[config.mk]
export PLATFORM = sky130hd
export DESIGN_NAME = fft_band_peak_picker_flat
export DESIGN_NICKNAME = d
export VERILOG_FILES = /design/src/rtl/fft_band_peak_picker_pkg.sv /design/src/rtl/fft_band_peak_picker_if.sv /design/src/rtl/fft_band_peak_picker_mag_sq.sv /design/src/rtl/fft_band_peak_picker.sv /design/src/flat_wrapper.sv
export SDC_FILE = /design/constraint.sdc
export NUM_CORES = 2
export LEC_CHECK = 0
export ABC_AREA = 1
export CORE_UTILIZATION = 40
export CTS_BUF_LIST = sky130_fd_sc_hd__clkbuf_4
export DETAILED_ROUTE_END_ITERATION = 12
export HOLD_SLACK_MARGIN = 0.03
export PLACE_DENSITY = 0.58
export REMOVE_ABC_BUFFERS = 1
export SLEW_MARGIN = 25
export SYNTH_ARGS = -nofsm -noshare
export SYNTH_HDL_FRONTEND = slang
export SYNTH_SLANG_ARGS = --single-unit
[constraint.sdc]
create_clock -name clk -period 12.5 [get_ports clk]
set_input_delay 2.5 -clock clk [delete_from_list [all_inputs] [get_ports clk]]
set_output_delay 2.5 -clock clk [all_outputs]
set_load 0.05 [all_outputs]
[src/rtl/fft_band_peak_picker_pkg.sv]
// Purpose : shared FSM encodings, geometry helpers and the peak record type
//           for the FFT band peak picker.
// Ports   : none (package).
package fft_peak_pkg;

  // FSM state encodings
  typedef logic [1:0] state_t;
  localparam state_t ST_IDLE  = 2'd0;
  localparam state_t ST_READ  = 2'd1;
  localparam state_t ST_DRAIN = 2'd2;
  localparam state_t ST_EMIT  = 2'd3;

  function automatic int f_half_len(input int fft_len);
    return fft_len / 2;
  endfunction

  function automatic int f_band_bins(input int fft_len, input int num_bands);
    return (fft_len / 2) / num_bands;
  endfunction

  function automatic int f_mag_w(input int data_w);
    return 2 * data_w;
  endfunction

  // Geometry at the default configuration (1024-point FFT, 8 bands, 16-bit data)
  localparam int HALF_LEN  = f_half_len(1024);
  localparam int BAND_BINS = f_band_bins(1024, 8);
  localparam int MAG_W     = f_mag_w(16);

  typedef struct packed {
    logic [2:0]       band;
    logic [9:0]       bin;
    logic [MAG_W-1:0] mag;
  } peak_rec_t;

endpackage

[src/rtl/fft_band_peak_picker_if.sv]
// Purpose : valid/ready peak record stream from the picker to the hash stage.
// Ports   : peak_valid_o/peak_band_o/peak_bin_o/peak_mag_o driven by master,
//           peak_ready_i driven by slave.
interface fft_band_peak_picker_if #(
  parameter int BAND_W = 3,
  parameter int BIN_W  = 10,
  parameter int MAG_W  = 32
) ();
  logic              peak_valid_o;
  logic              peak_ready_i;
  logic [BAND_W-1:0] peak_band_o;
  logic [BIN_W-1:0]  peak_bin_o;
  logic [MAG_W-1:0]  peak_mag_o;

  modport master (output peak_valid_o, peak_band_o, peak_bin_o, peak_mag_o,
                  input  peak_ready_i);
  modport slave  (input  peak_valid_o, peak_band_o, peak_bin_o, peak_mag_o,
                  output peak_ready_i);
endinterface

[src/rtl/fft_band_peak_picker_mag_sq.sv]
// Purpose : 2-stage pipelined re^2 + im^2 with a valid bit and bin tag riding along.
// Ports   : clk/reset; i_vld/i_tag/i_re/i_im in; o_vld/o_tag/o_mag out, 2 cycles later.
//           No backpressure: one sample accepted every cycle.
module fft_mag_sq #(
  parameter int DATA_W = 16,
  parameter int TAG_W  = 10
) (
  input  logic                     clk,
  input  logic                     reset,
  input  logic                     i_vld,
  input  logic [TAG_W-1:0]         i_tag,
  input  logic signed [DATA_W-1:0] i_re,
  input  logic signed [DATA_W-1:0] i_im,
  output logic                     o_vld,
  output logic [TAG_W-1:0]         o_tag,
  output logic [2*DATA_W-1:0]      o_mag
);
  logic signed [2*DATA_W-1:0] r_re_sq;
  logic signed [2*DATA_W-1:0] r_im_sq;
  logic                       r_s1_vld;
  logic [TAG_W-1:0]           r_s1_tag;
  logic                       r_s2_vld;
  logic [TAG_W-1:0]           r_s2_tag;
  logic [2*DATA_W-1:0]        r_s2_mag;

  // Squares are non-negative and at most 2^(2*DATA_W-2), so the unsigned sum
  // tops out at 2^(2*DATA_W-1) and never overflows 2*DATA_W bits.
  always_ff @(posedge clk) begin
    if (reset) begin
      r_re_sq  <= '0;
      r_im_sq  <= '0;
      r_s1_vld <= 1'b0;
      r_s1_tag <= '0;
      r_s2_vld <= 1'b0;
      r_s2_tag <= '0;
      r_s2_mag <= '0;
    end else begin
      r_re_sq  <= i_re * i_re;
      r_im_sq  <= i_im * i_im;
      r_s1_vld <= i_vld;
      r_s1_tag <= i_tag;
      r_s2_vld <= r_s1_vld;
      r_s2_tag <= r_s1_tag;
      r_s2_mag <= $unsigned(r_re_sq) + $unsigned(r_im_sq);
    end
  end

  assign o_vld = r_s2_vld;
  assign o_tag = r_s2_tag;
  assign o_mag = r_s2_mag;
endmodule

[src/rtl/fft_band_peak_picker.sv]
// Purpose : reads the lower half of an FFT frame, keeps the strongest bin per band,
//           then streams qualifying band peaks out over a valid/ready interface.
// Ports   : clk/reset; start_i frame trigger; bin_index_o + fft_real_i/fft_imag_i RAM read port;
//           peak_if record stream (held stable under backpressure); frame_done_o, busy_o, overrun_o.
module fft_band_peak_picker
  import fft_peak_pkg::*;
#(
  parameter int  FFT_LENGTH = 1024,
  parameter int  DATA_W     = 16,
  parameter int  NUM_BANDS  = 8,
  parameter int  RD_LAT     = 1,
  parameter logic [2*DATA_W-1:0] MIN_MAG = (2*DATA_W)'(4096),
  parameter bit  SKIP_DC    = 1'b1
) (
  input  logic                         clk,
  input  logic                         reset,
  input  logic                         start_i,
  output logic [$clog2(FFT_LENGTH)-1:0] bin_index_o,
  input  logic signed [DATA_W-1:0]     fft_real_i,
  input  logic signed [DATA_W-1:0]     fft_imag_i,
  fft_band_peak_picker_if.master       peak_if,
  output logic                         frame_done_o,
  output logic                         busy_o,
  output logic                         overrun_o
);
  localparam int P_HALF      = f_half_len(FFT_LENGTH);
  localparam int P_BAND_BINS = f_band_bins(FFT_LENGTH, NUM_BANDS);
  localparam int P_MAG_W     = f_mag_w(DATA_W);
  localparam int AW          = $clog2(FFT_LENGTH);
  localparam int BW          = $clog2(NUM_BANDS);

  state_t             r_state;
  logic [AW-1:0]      r_addr;
  logic [1:0]         r_drain_cnt;
  logic [RD_LAT-1:0]  r_rd_vld;
  logic [AW-1:0]      r_rd_tag [RD_LAT];
  logic [P_MAG_W-1:0] r_band_mag [NUM_BANDS];
  logic [AW-1:0]      r_band_bin [NUM_BANDS];
  logic [BW-1:0]      r_ptr;
  logic               r_scan_done;
  logic               r_pk_vld;
  logic [BW-1:0]      r_pk_band;
  logic [AW-1:0]      r_pk_bin;
  logic [P_MAG_W-1:0] r_pk_mag;
  logic               r_frame_done;
  logic               r_overrun;

  logic               w_m_vld;
  logic [AW-1:0]      w_m_bin;
  logic [P_MAG_W-1:0] w_m_mag;
  int                 w_bin_int;
  logic [BW-1:0]      w_band;
  logic               w_skip;
  logic               w_first;
  logic               w_cur_qual;
  logic               w_rem_qual;
  logic               w_out_free;

  // Address tag and valid follow the RAM read latency so they line up with the data.
  always_ff @(posedge clk) begin
    if (reset) begin
      r_rd_vld <= '0;
      for (int i = 0; i < RD_LAT; i++) r_rd_tag[i] <= '0;
    end else begin
      r_rd_vld[0] <= (r_state == ST_READ);
      r_rd_tag[0] <= r_addr;
      for (int i = 1; i < RD_LAT; i++) begin
        r_rd_vld[i] <= r_rd_vld[i-1];
        r_rd_tag[i] <= r_rd_tag[i-1];
      end
    end
  end

  fft_mag_sq #(.DATA_W(DATA_W), .TAG_W(AW)) u_mag_sq (
    .clk   (clk),
    .reset (reset),
    .i_vld (r_rd_vld[RD_LAT-1]),
    .i_tag (r_rd_tag[RD_LAT-1]),
    .i_re  (fft_real_i),
    .i_im  (fft_imag_i),
    .o_vld (w_m_vld),
    .o_tag (w_m_bin),
    .o_mag (w_m_mag)
  );

  // With DC skipped, bin 1 takes over as the seed of band 0.
  assign w_bin_int = int'(w_m_bin);
  assign w_band    = BW'(w_bin_int / P_BAND_BINS);
  assign w_skip    = SKIP_DC && (w_m_bin == '0);
  assign w_first   = (SKIP_DC && (w_m_bin == AW'(1))) || ((w_bin_int % P_BAND_BINS) == 0);

  always_ff @(posedge clk) begin
    if (reset) begin
      for (int b = 0; b < NUM_BANDS; b++) begin
        r_band_mag[b] <= '0;
        r_band_bin[b] <= '0;
      end
    end else if (w_m_vld && !w_skip && (w_first || (w_m_mag > r_band_mag[w_band]))) begin
      r_band_mag[w_band] <= w_m_mag;
      r_band_bin[w_band] <= w_m_bin;
    end
  end

  // Look ahead over the bands not yet scanned so frame_done can follow the
  // final transfer directly instead of waiting for the skip walk to finish.
  always_comb begin
    w_rem_qual = 1'b0;
    for (int b = 0; b < NUM_BANDS; b++) begin
      if (!r_scan_done && (b >= int'(r_ptr)) && (r_band_mag[b] >= MIN_MAG)) w_rem_qual = 1'b1;
    end
  end

  assign w_cur_qual = (r_band_mag[r_ptr] >= MIN_MAG);
  assign w_out_free = !r_pk_vld || peak_if.peak_ready_i;

  always_ff @(posedge clk) begin
    if (reset) begin
      r_state      <= ST_IDLE;
      r_addr       <= '0;
      r_drain_cnt  <= '0;
      r_ptr        <= '0;
      r_scan_done  <= 1'b0;
      r_pk_vld     <= 1'b0;
      r_pk_band    <= '0;
      r_pk_bin     <= '0;
      r_pk_mag     <= '0;
      r_frame_done <= 1'b0;
      r_overrun    <= 1'b0;
    end else begin
      r_frame_done <= 1'b0;
      // A start during a frame, or coinciding with its done pulse, is dropped.
      if (start_i && ((r_state != ST_IDLE) || r_frame_done)) r_overrun <= 1'b1;
      case (r_state)
        ST_IDLE: begin
          if (start_i && !r_frame_done) begin
            r_state <= ST_READ;
            r_addr  <= '0;
          end
        end
        ST_READ: begin
          if (r_addr == AW'(P_HALF - 1)) begin
            r_state     <= ST_DRAIN;
            r_drain_cnt <= '0;
          end else begin
            r_addr <= r_addr + 1'b1;
          end
        end
        ST_DRAIN: begin
          if (r_drain_cnt == 2'(RD_LAT + 1)) begin
            r_state     <= ST_EMIT;
            r_ptr       <= '0;
            r_scan_done <= 1'b0;
          end else begin
            r_drain_cnt <= r_drain_cnt + 1'b1;
          end
        end
        ST_EMIT: begin
          if (w_out_free) begin
            if (!w_rem_qual) begin
              r_pk_vld     <= 1'b0;
              r_frame_done <= 1'b1;
              r_state      <= ST_IDLE;
            end else begin
              r_pk_vld <= w_cur_qual;
              if (w_cur_qual) begin
                r_pk_band <= r_ptr;
                r_pk_bin  <= r_band_bin[r_ptr];
                r_pk_mag  <= r_band_mag[r_ptr];
              end
              if (r_ptr == BW'(NUM_BANDS - 1)) r_scan_done <= 1'b1;
              else                             r_ptr       <= r_ptr + 1'b1;
            end
          end
        end
        default: r_state <= ST_IDLE;
      endcase
    end
  end

  assign bin_index_o          = r_addr;
  assign peak_if.peak_valid_o = r_pk_vld;
  assign peak_if.peak_band_o  = r_pk_band;
  assign peak_if.peak_bin_o   = r_pk_bin;
  assign peak_if.peak_mag_o   = r_pk_mag;
  assign frame_done_o         = r_frame_done;
  assign busy_o               = (r_state != ST_IDLE);
  assign overrun_o            = r_overrun;
endmodule

[src/flat_wrapper.sv]
// flat-port wrapper written by rule: the top's interface ports become plain ports
module fft_band_peak_picker_flat import fft_peak_pkg::*;
#(
  parameter int  FFT_LENGTH = 1024,
  parameter int  DATA_W     = 16,
  parameter int  NUM_BANDS  = 8,
  parameter int  RD_LAT     = 1,
  parameter logic [2*DATA_W-1:0] MIN_MAG = (2*DATA_W)'(4096),
  parameter bit  SKIP_DC    = 1'b1
)
  (clk, reset, start_i, bin_index_o, fft_real_i, fft_imag_i, frame_done_o, busy_o, overrun_o, peak_if_peak_valid_o, peak_if_peak_band_o, peak_if_peak_bin_o, peak_if_peak_mag_o, peak_if_peak_ready_i);
  fft_band_peak_picker_if #(.BAND_W(3), .BIN_W(10), .MAG_W(32)) peak_if_i ();
  input  logic clk;
  input  logic reset;
  input  logic start_i;
  output logic [$clog2(FFT_LENGTH)-1:0] bin_index_o;
  input  logic signed [DATA_W-1:0] fft_real_i;
  input  logic signed [DATA_W-1:0] fft_imag_i;
  output logic frame_done_o;
  output logic busy_o;
  output logic overrun_o;
  output wire logic [$bits(peak_if_i.peak_valid_o)-1:0] peak_if_peak_valid_o;
  output wire logic [$bits(peak_if_i.peak_band_o)-1:0] peak_if_peak_band_o;
  output wire logic [$bits(peak_if_i.peak_bin_o)-1:0] peak_if_peak_bin_o;
  output wire logic [$bits(peak_if_i.peak_mag_o)-1:0] peak_if_peak_mag_o;
  input wire logic [$bits(peak_if_i.peak_ready_i)-1:0] peak_if_peak_ready_i;
  assign peak_if_peak_valid_o = peak_if_i.peak_valid_o;
  assign peak_if_peak_band_o = peak_if_i.peak_band_o;
  assign peak_if_peak_bin_o = peak_if_i.peak_bin_o;
  assign peak_if_peak_mag_o = peak_if_i.peak_mag_o;
  assign peak_if_i.peak_ready_i = peak_if_peak_ready_i;
  fft_band_peak_picker #(.FFT_LENGTH(FFT_LENGTH), .DATA_W(DATA_W), .NUM_BANDS(NUM_BANDS), .RD_LAT(RD_LAT), .MIN_MAG(MIN_MAG), .SKIP_DC(SKIP_DC)) u_core (.clk(clk), .reset(reset), .start_i(start_i), .bin_index_o(bin_index_o), .fft_real_i(fft_real_i), .fft_imag_i(fft_imag_i), .peak_if(peak_if_i), .frame_done_o(frame_done_o), .busy_o(busy_o), .overrun_o(overrun_o));
endmodule
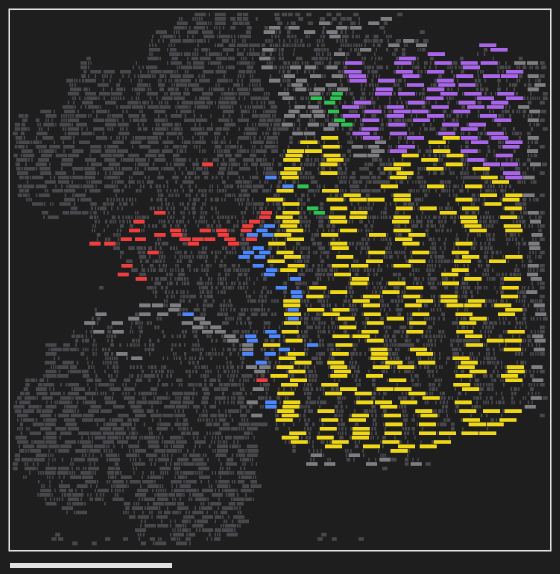
Figure 1: where the registers sit.
Bar = 100 um. Other sequential cells in the stronger gray, the rest of the logic in the fainter gray.
legend:
  red:
    name_in_the_netlist: u_core.u_mag_sq.r_im_sq
    flops: 31
  green:
    name_in_the_netlist: u_core.u_mag_sq.o_tag
    flops: 10
    where: north
  blue:
    name_in_the_netlist: u_core.u_mag_sq.o_mag
    flops: 32
    where: center
  yellow:
    name_in_the_netlist: u_core.r_band_mag
    flops: 256
  purple:
    name_in_the_netlist: u_core.r_band_bin
    flops: 80
    where: north-east
Seq area share: 0.292
Flop+latch power: 2260 uW

==> impl_metrics.ini <==
; flow metrics
[power]
swShare = 0.528
largestPowerGroup = combinational logic
clkPwrFrac = 0.121

[critical_path]
reg2regPathDepth = 17
path_cells = clkdlybuf4s50_1 > clkinv_1 > or2_2 > fa_1 > fa_1 > fa_1 > inv_1 > fa_1 > inv_1 > fa_1 > inv_1 > fa_1 > ha_1 > nand2_1 > inv_1 > a221oi_1 > o21ai_0 > a21oi_1 > nand3_1 > nand2_1 > nor2_1
crit_fanout = 22
slowest_stage = clkdlybuf4s50_1
cpPeakStageDelay_ns = 1.05

[clocking]
cts_resized = 0
cts_tree = yes
cts-root-buf = clkbuf_4
hold_buffers = 0
cts_max_level = 4

[final_timing]
tns_ns = 0
clock_skew_ns = 0.110
slew_viol_final = 0
timing.fmax_mhz = 120

[logic_synthesis]
yosysSeqAreaShare = 0.319
simple_gate_area_frac = 0.161
top_cells_by_count = 1078 x inv_1, 815 x nand2_1, 714 x nor2_1
xor_share = 0.00818
ys_types = 54
async_reset_ff_frac = 0
flop_cell = edfxtp_1

[cells_and_area]
clk_share = 0.0421
finalNonFillerCells = 6803
utilization = 0.442
regArea_mm2 = 0.0140

[run_status]
outcome = complete, no violations

[route]
ant_nets = 0
route.detailed.drc = 0
route.met3.wl_um = 8530

[hold_path]
hold_path_end = u_core.u_mag_sq.r_s1_tag[9]

[place]
place_area_mm2 = 0.0460

[run]
cap_violations = 0
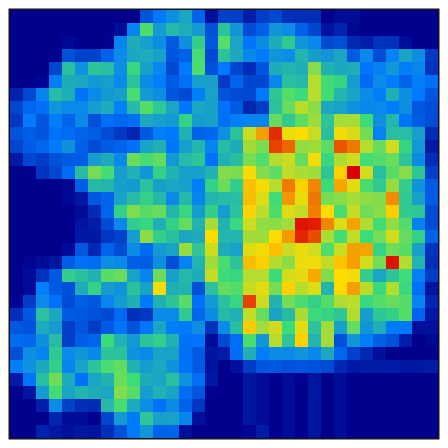
Figure 2: wire density map.
The die is cut into 33 by 33 equal tiles; dark blue is low, red is high, scaled to the fullest tile. Values are wire area over tile area, all layers added.
emptiest ninth of the die: south-east
mean over tiles: 0.18
fullest tile: 0.60
tiles over half the peak: 21%
final wirelength: 126000 um
WL per Instance: 18.5 um
Overall Global Routing Usage: 0.230
vias: 34951

## sequential cells by signal, summed over array words and instances, names as in the netlist, 31 cells and up, named ones only
| register | flops |
|---|---|
| u_core.r_band_mag | 256 |
| u_core.peak_if.peak_mag_o | 32 |
| u_core.r_band_bin | 80 |
| u_core.u_mag_sq.r_im_sq | 31 |
| u_core.u_mag_sq.o_mag | 32 |
| u_core.u_mag_sq.r_re_sq | 31 |
## cell usage in the layout, fill, tap and decap left out, types with 51 or more instances in the layout
cell,n
fa_1,468
clkdlybuf4s50_1,93
nor3_1,51
clkbuf_4,221
nor2_1,713
inv_1,1078
ha_1,250
a21oi_1,268
nand2_1,807
o21ai_0,285
edfxtp_1,336
nand3_1,122
dfxtp_1,193
Power figures rest on the tool's default switching activity, not on a simulated workload.
